$ cat src/rtl/wb_stage.sv
// Writeback stage: retires MEM instructions into the register file, waiting on
// dmem for loads. Optional retirement counter behind macro WB_RETIRE_CNT_EN.

`ifndef RF_DWIDTH
`define RF_DWIDTH 32
`endif
`ifndef RF_AWIDTH
`define RF_AWIDTH 5
`endif

module wb_stage #(
  parameter int unsigned DWIDTH = `RF_DWIDTH,
  parameter int unsigned AWIDTH = `RF_AWIDTH
) (
  input  logic              clk,
  input  logic              rst,
  input  logic              in_valid,
  output logic              in_ready,
  input  logic              in_rd_wen,
  input  logic [AWIDTH-1:0] in_rd_addr,
  input  logic [1:0]        in_wb_sel,
  input  logic [DWIDTH-1:0] in_alu_result,
  input  logic [DWIDTH-1:0] in_pc_plus4,
  input  logic [2:0]        in_funct3,
  input  logic [1:0]        in_addr_lo,
  input  logic              dmem_rvalid,
  input  logic [DWIDTH-1:0] dmem_rdata,
  output logic              regfile_wen,
  output logic [AWIDTH-1:0] rd_addr_out,
  output logic [DWIDTH-1:0] rd_data_out,
  output logic              load_pending,
  output logic [AWIDTH-1:0] pending_rd
`ifdef WB_RETIRE_CNT_EN
  ,
  output logic [63:0]       instret
`endif
);

  localparam logic [1:0] WB_SEL_LOAD = 2'b01;
  localparam logic [1:0] WB_SEL_PC4  = 2'b10;

  typedef enum logic {
    IDLE      = 1'b0,
    WAIT_LOAD = 1'b1
  } state_e;

  state_e              state_q, state_d;
  logic                wen_q, wen_d;
  logic [AWIDTH-1:0]   rd_addr_q, rd_addr_d;
  logic [DWIDTH-1:0]   rd_data_q, rd_data_d;
  logic [AWIDTH-1:0]   ld_rd_q, ld_rd_d;
  logic                ld_wen_q, ld_wen_d;
  logic [2:0]          ld_funct3_q, ld_funct3_d;
  logic [1:0]          ld_addr_lo_q, ld_addr_lo_d;
  logic                accept;
  logic                retire;
  logic [7:0]          load_byte;
  logic [15:0]         load_half;
  logic [DWIDTH-1:0]   load_ext;

  assign in_ready     = rst & (state_q == IDLE);
  assign accept       = in_valid & in_ready;
  assign regfile_wen  = wen_q;
  assign rd_addr_out  = rd_addr_q;
  assign rd_data_out  = rd_data_q;
  assign load_pending = (state_q == WAIT_LOAD);
  assign pending_rd   = ld_rd_q;

  // Lane select and extension of the returned load word
  always_comb begin
    load_byte = dmem_rdata[{ld_addr_lo_q, 3'b000} +: 8];
    load_half = dmem_rdata[{ld_addr_lo_q[1], 4'b0000} +: 16];
    case (ld_funct3_q)
      3'b000:  load_ext = {{(DWIDTH-8){load_byte[7]}}, load_byte};
      3'b100:  load_ext = DWIDTH'(load_byte);
      3'b001:  load_ext = {{(DWIDTH-16){load_half[15]}}, load_half};
      3'b101:  load_ext = DWIDTH'(load_half);
      default: load_ext = dmem_rdata;
    endcase
  end

  // Next-state and writeback selection
  always_comb begin
    state_d      = state_q;
    wen_d        = 1'b0;
    rd_addr_d    = rd_addr_q;
    rd_data_d    = rd_data_q;
    ld_rd_d      = ld_rd_q;
    ld_wen_d     = ld_wen_q;
    ld_funct3_d  = ld_funct3_q;
    ld_addr_lo_d = ld_addr_lo_q;
    retire       = 1'b0;
    case (state_q)
      IDLE: begin
        if (accept) begin
          if (in_wb_sel == WB_SEL_LOAD) begin
            ld_rd_d      = in_rd_addr;
            ld_wen_d     = in_rd_wen;
            ld_funct3_d  = in_funct3;
            ld_addr_lo_d = in_addr_lo;
            state_d      = WAIT_LOAD;
          end else begin
            wen_d     = in_rd_wen & (in_rd_addr != '0);
            rd_addr_d = in_rd_addr;
            rd_data_d = (in_wb_sel == WB_SEL_PC4) ? in_pc_plus4 : in_alu_result;
            retire    = 1'b1;
          end
        end
      end
      WAIT_LOAD: begin
        if (dmem_rvalid) begin
          wen_d     = ld_wen_q & (ld_rd_q != '0);
          rd_addr_d = ld_rd_q;
          rd_data_d = load_ext;
          ld_rd_d   = '0;
          state_d   = IDLE;
          retire    = 1'b1;
        end
      end
      default: state_d = IDLE;
    endcase
  end

  always_ff @(posedge clk) begin
    if (!rst) begin
      state_q      <= IDLE;
      wen_q        <= 1'b0;
      rd_addr_q    <= '0;
      rd_data_q    <= '0;
      ld_rd_q      <= '0;
      ld_wen_q     <= 1'b0;
      ld_funct3_q  <= '0;
      ld_addr_lo_q <= '0;
    end else begin
      state_q      <= state_d;
      wen_q        <= wen_d;
      rd_addr_q    <= rd_addr_d;
      rd_data_q    <= rd_data_d;
      ld_rd_q      <= ld_rd_d;
      ld_wen_q     <= ld_wen_d;
      ld_funct3_q  <= ld_funct3_d;
      ld_addr_lo_q <= ld_addr_lo_d;
    end
  end

`ifdef WB_RETIRE_CNT_EN
  logic [63:0] instret_q, instret_d;

  assign instret   = instret_q;
  assign instret_d = retire ? instret_q + 64'd1 : instret_q;

  always_ff @(posedge clk) begin
    if (!rst) begin
      instret_q <= '0;
    end else begin
      instret_q <= instret_d;
    end
  end
`else
  logic unused_retire;
  assign unused_retire = retire;
`endif

endmodule

$ cat config.mk
export PLATFORM = sky130hd
export DESIGN_NAME = wb_stage
export DESIGN_NICKNAME = d
export VERILOG_FILES = /design/src/rtl/wb_stage.sv
export SDC_FILE = /design/constraint.sdc
export NUM_CORES = 1
export LEC_CHECK = 0
export ABC_CLOCK_PERIOD_IN_PS = 2500
export CAP_MARGIN = 15
export CORE_ASPECT_RATIO = 0.5
export CORE_MARGIN = 3
export CORE_UTILIZATION = 45
export CTS_CLUSTER_DIAMETER = 100
export DETAILED_ROUTE_END_ITERATION = 10
export GPL_TIMING_DRIVEN = 0
export PLACE_DENSITY = 0.87
export SLEW_MARGIN = 20
export SYNTH_ARGS = -nofsm -noshare
export SYNTH_HDL_FRONTEND = slang
export SYNTH_SLANG_ARGS = --single-unit
$ cat constraint.sdc
create_clock -name clk -period 2.5 [get_ports clk]
set_input_delay 0.25 -clock clk [delete_from_list [all_inputs] [get_ports clk]]
set_output_delay 0.25 -clock clk [all_outputs]
set_load 0.05 [all_outputs]
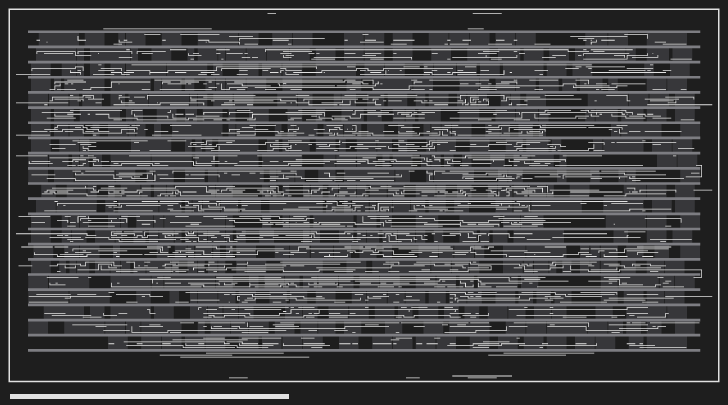
**Above:** run 1 (M1 wires).
Bar = 50 um. Supply wires on this layer in grey. Cells faint in the background.
wire length on this layer: 6,160 um
share of all routed wire: 45%
main direction: horizontal
DR vias: 3,932
Routed WL: 13,600 um

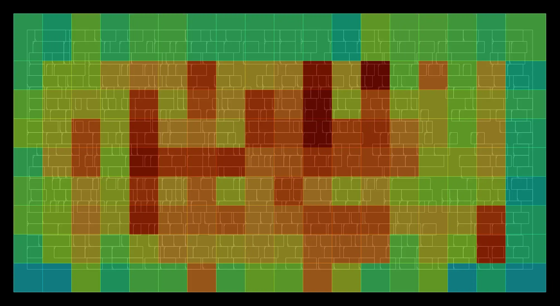
**Above:** run 1 (track usage over the die).
met2 usage: 0.481
Layout Utilization: 0.748
met1 GRT Util: 0.457
gr busiest metal: met2

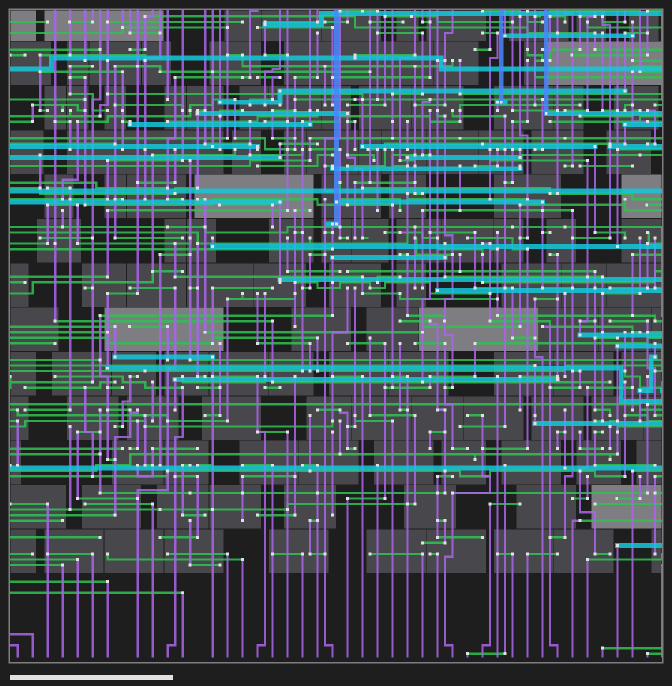
**Above:** run 1 (close-up of the layout).
Bar = 10 um. Window x 43 to 83, y 0 to 40 um. Cells in grey, sequential cells in the stronger grey; small squares are vias.
| colour | layer |
|---|---|
| green | M1 |
| blue | M4 |
| cyan | M3 |
| purple | M2 |
cells with their middle in the window: 121
sequential cells in the window: 6
netlist names of flops here include: rd_data_out (6)
most frequent: clkdlybuf4s50_1 (34), and3b_1 (12), a211oi_1 (12)

==> results.json, run 1 <==
{
  "outcome": "complete, no violations",
  "vias_per_cell": 6.14,
  "use_met3": 0.0833,
  "cts_resized": 0,
  "buf_share": 0.341,
  "ys_top_cells_by_area": "dfxtp_1 (30%), mux2i_1 (7.0%), a211oi_1 (6.4%), a21oi_1 (6.2%), and3b_1 (5.6%)",
  "clkSlewWorstSetupHoldPaths_ns": 0.08,
  "io_pins": 158,
  "grt_pass1_vias": 3699,
  "fin_area_sq_um": 5150,
  "crit_family": "AND-OR/OR-AND gates",
  "async_reset_ff_frac": 0,
  "logic_gate_count": 287,
  "synthToLayoutAreaGrowth_pct": 56.6,
  "synth-seq-cells": 50,
  "layout_top_cells": "clkdlybuf4s50_1 (157), dfxtp_1 (50), a21oi_1 (41)",
  "tool_warnings": 26,
  "powerDensity_nw_per_um2": 484,
  "crit_required_ns": 2.75,
  "die_y_um": 66.5,
  "comb_share": 0.404,
  "drtPass1Iterations": 7,
  "gp_congestion": 0.955,
  "ys_warn_count": 0,
  "whs_ns": 0.453,
  "cp.arrival_ns": 2.62,
  "ys_cells": 383,
  "rsz0062_at_grt": "no",
  "rows": 21,
  "synthTopCellsByCount": "dfxtp_1 (50), a21oi_1 (41), a211oi_1 (28)",
  "antenna_found_initial": 0,
  "ys_sh_xor": 0,
  "n_sequential_cell": 50,
  "yosys.area.top_type_share": 0.304,
  "combGateArea_sq_um": 2080,
  "finalHoldViolCount": 0,
  "synth_cell_types": 50,
  "maxSlewViolCount": 0,
  "num_antenna_cells": 0,
  "criticalPathCategory": "reg -> reg",
  "syn_area_sq_um": 3290,
  "seq_share": 0.194
}
==> run 1: sequential cells by signal, summed over array words and instances, names as in the netlist <==
signal        flops
ld_addr_lo_q      2
ld_funct3_q       3
ld_wen_q          1
load_pending      1
pending_rd        5
rd_addr_out       5
rd_data_out      32
regfile_wen       1
==> run 1: worst paths after layout <==
kind,from,end,depth (start not counted),slack (ns)
min reg2reg,rd_data_out[24]$_SDFFE_PN0P_,rd_data_out[24]$_SDFFE_PN0P_,1,0.45
min,rd_data_out[24]$_SDFFE_PN0P_,rd_data_out[24]$_SDFFE_PN0P_,1,0.45
max,ld_funct3_q[0]$_SDFFE_PN0P_,rd_data_out[1]$_SDFFE_PN0P_,5,0.13
max reg2reg,ld_funct3_q[0]$_SDFFE_PN0P_,rd_data_out[1]$_SDFFE_PN0P_,5,0.13
==> run 2, diff against run 1 <==
--- a/config.mk
+++ b/config.mk
@@ -5,12 +5,12 @@
 export SDC_FILE = /design/constraint.sdc
 export NUM_CORES = 1
 export LEC_CHECK = 0
-export ABC_CLOCK_PERIOD_IN_PS = 2500
 export CAP_MARGIN = 15
 export CORE_ASPECT_RATIO = 0.5
 export CORE_MARGIN = 3
 export CORE_UTILIZATION = 45
 export CTS_CLUSTER_DIAMETER = 100
+export CTS_CLUSTER_SIZE = 14
 export DETAILED_ROUTE_END_ITERATION = 10
 export GPL_TIMING_DRIVEN = 0
 export PLACE_DENSITY = 0.87
@@ -18,3 +18,4 @@
 export SYNTH_ARGS = -nofsm -noshare
 export SYNTH_HDL_FRONTEND = slang
 export SYNTH_SLANG_ARGS = --single-unit
+export TNS_END_PERCENT = 10
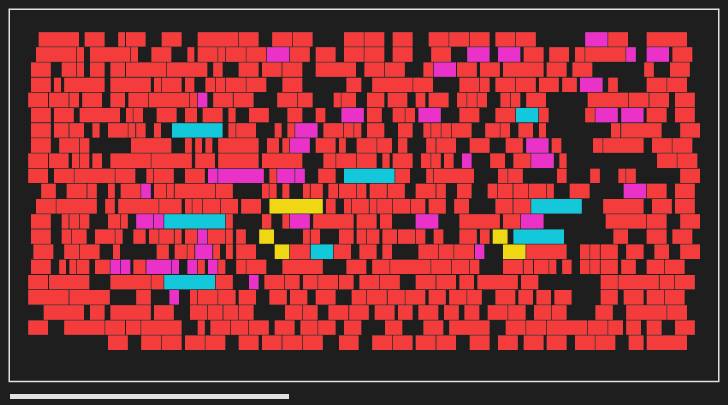
**Above:** run 2 (drive-strength map).
Bar = 50 um.
| colour | size | cells |
|---|---|---|
| yellow | x3 and x4 | 5 |
| magenta | x2 | 40 |
| red | x1 and smaller | 495 |
| cyan | x6 and larger | 8 |

==> run 2 against run 1 <==
Non-clock buffer count is the same. Die area stayed put. Sequential cell count unchanged. Register-to-register slack about the same. Maximum frequency unchanged. Critical path depth did not move. Combinational power about the same. Largest cell class unchanged.
==> results.json, run 2 <==
{
  "layout_top_cells": "clkdlybuf4s50_1 (157), dfxtp_1 (50), a21oi_1 (41)",
  "fin_area_sq_um": 5150,
  "ys_top_cells_by_area": "dfxtp_1 (30%), mux2i_1 (7.0%), a211oi_1 (6.4%), a21oi_1 (6.2%), and3b_1 (5.6%)",
  "grt_pass1_vias": 3699,
  "holdCritStartpoint": "rd_data_out[24]$_SDFFE_PN0P_",
  "use_met3": 0.0833,
  "yosys.area.top_type_share": 0.304,
  "synth_cell_types": 50,
  "powerDensity_nw_per_um2": 484,
  "io_pins": 158,
  "async_reset_ff_frac": 0,
  "num_antenna_cells": 0,
  "outcome": "complete, no violations",
  "synthToLayoutAreaGrowth_pct": 56.6,
  "criticalPathCategory": "reg -> reg",
  "gp_congestion": 0.955,
  "clkSlewWorstSetupHoldPaths_ns": 0.08,
  "cp.arrival_ns": 2.62,
  "timing.rr.start": "ld_funct3_q[0]$_SDFFE_PN0P_",
  "crit_required_ns": 2.75,
  "rrSetupSlack_ns": 0.13,
  "largest_register_ffs": 32,
  "cts_setup_buffers": 0,
  "drtPass1Iterations": 7,
  "synth-seq-cells": 50,
  "ys_cells": 383,
  "crit_start": "ld_funct3_q[0]$_SDFFE_PN0P_",
  "min_to": "rd_data_out[24]$_SDFFE_PN0P_",
  "busiest_layer": "met2",
  "synthTopCellsByCount": "dfxtp_1 (50), a21oi_1 (41), a211oi_1 (28)",
  "utilization": 0.748,
  "use_met2": 0.481,
  "leakagePower_nw": 2.01,
  "cts_resized": 0,
  "antenna_found_initial": 0,
  "reg2regPathDepth": 5,
  "rows": 21,
  "routed-via-count": 3932,
  "ys_warn_count": 0
}
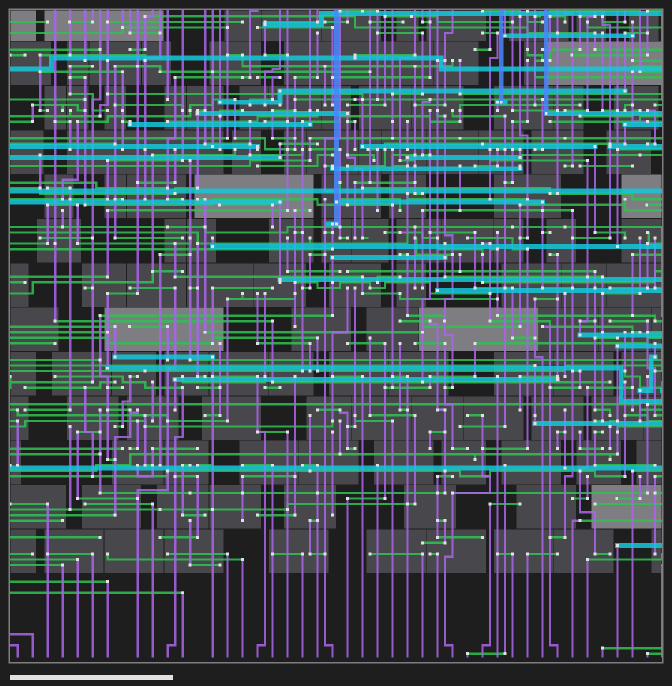
**Above:** run 2 (close-up of the layout).
Bar = 10 um. Window x 43 to 83, y 0 to 40 um. Cells in grey, sequential cells in the stronger grey; small squares are vias.
| colour | layer |
|---|---|
| cyan | M3 |
| purple | M2 |
| blue | M4 |
| green | M1 |
netlist names of flops here include: rd_data_out (6)
most frequent: clkdlybuf4s50_1 (34), and3b_1 (12), a211oi_1 (12)
sequential cells in the window: 6
cells with their middle in the window: 121

[run 2: layout make-up]
type                       instances  area, sq um
multi-input combinational        287         2080
fill                             536         1730
timing repair buffer             157         1570
sequential                        50         1000
buffer                            40          184
clock buffer                       5          125
tap                               92          115
clock inverter                     3         48.8
inverter                           6         22.5
[run 2: cell families after synthesis]
logic type,share of synthesized area
and+or+nand+nor,0.152
AOI/OAI and AO/OA,0.366
buffers and inverters,0.0628
muxes,0.114
DFF,0.304
[run 2: worst max-delay path, cell delays in order, from the launching register on]
cell	delay (ns)
dfxtp_1	0.36
clkbuf_1	0.27
nor2b_1	0.53
o21ai_0	0.14
a2111oi_0	0.82
a311o_1	0.19
Power figures rest on the tool's default switching activity, not on a simulated workload.
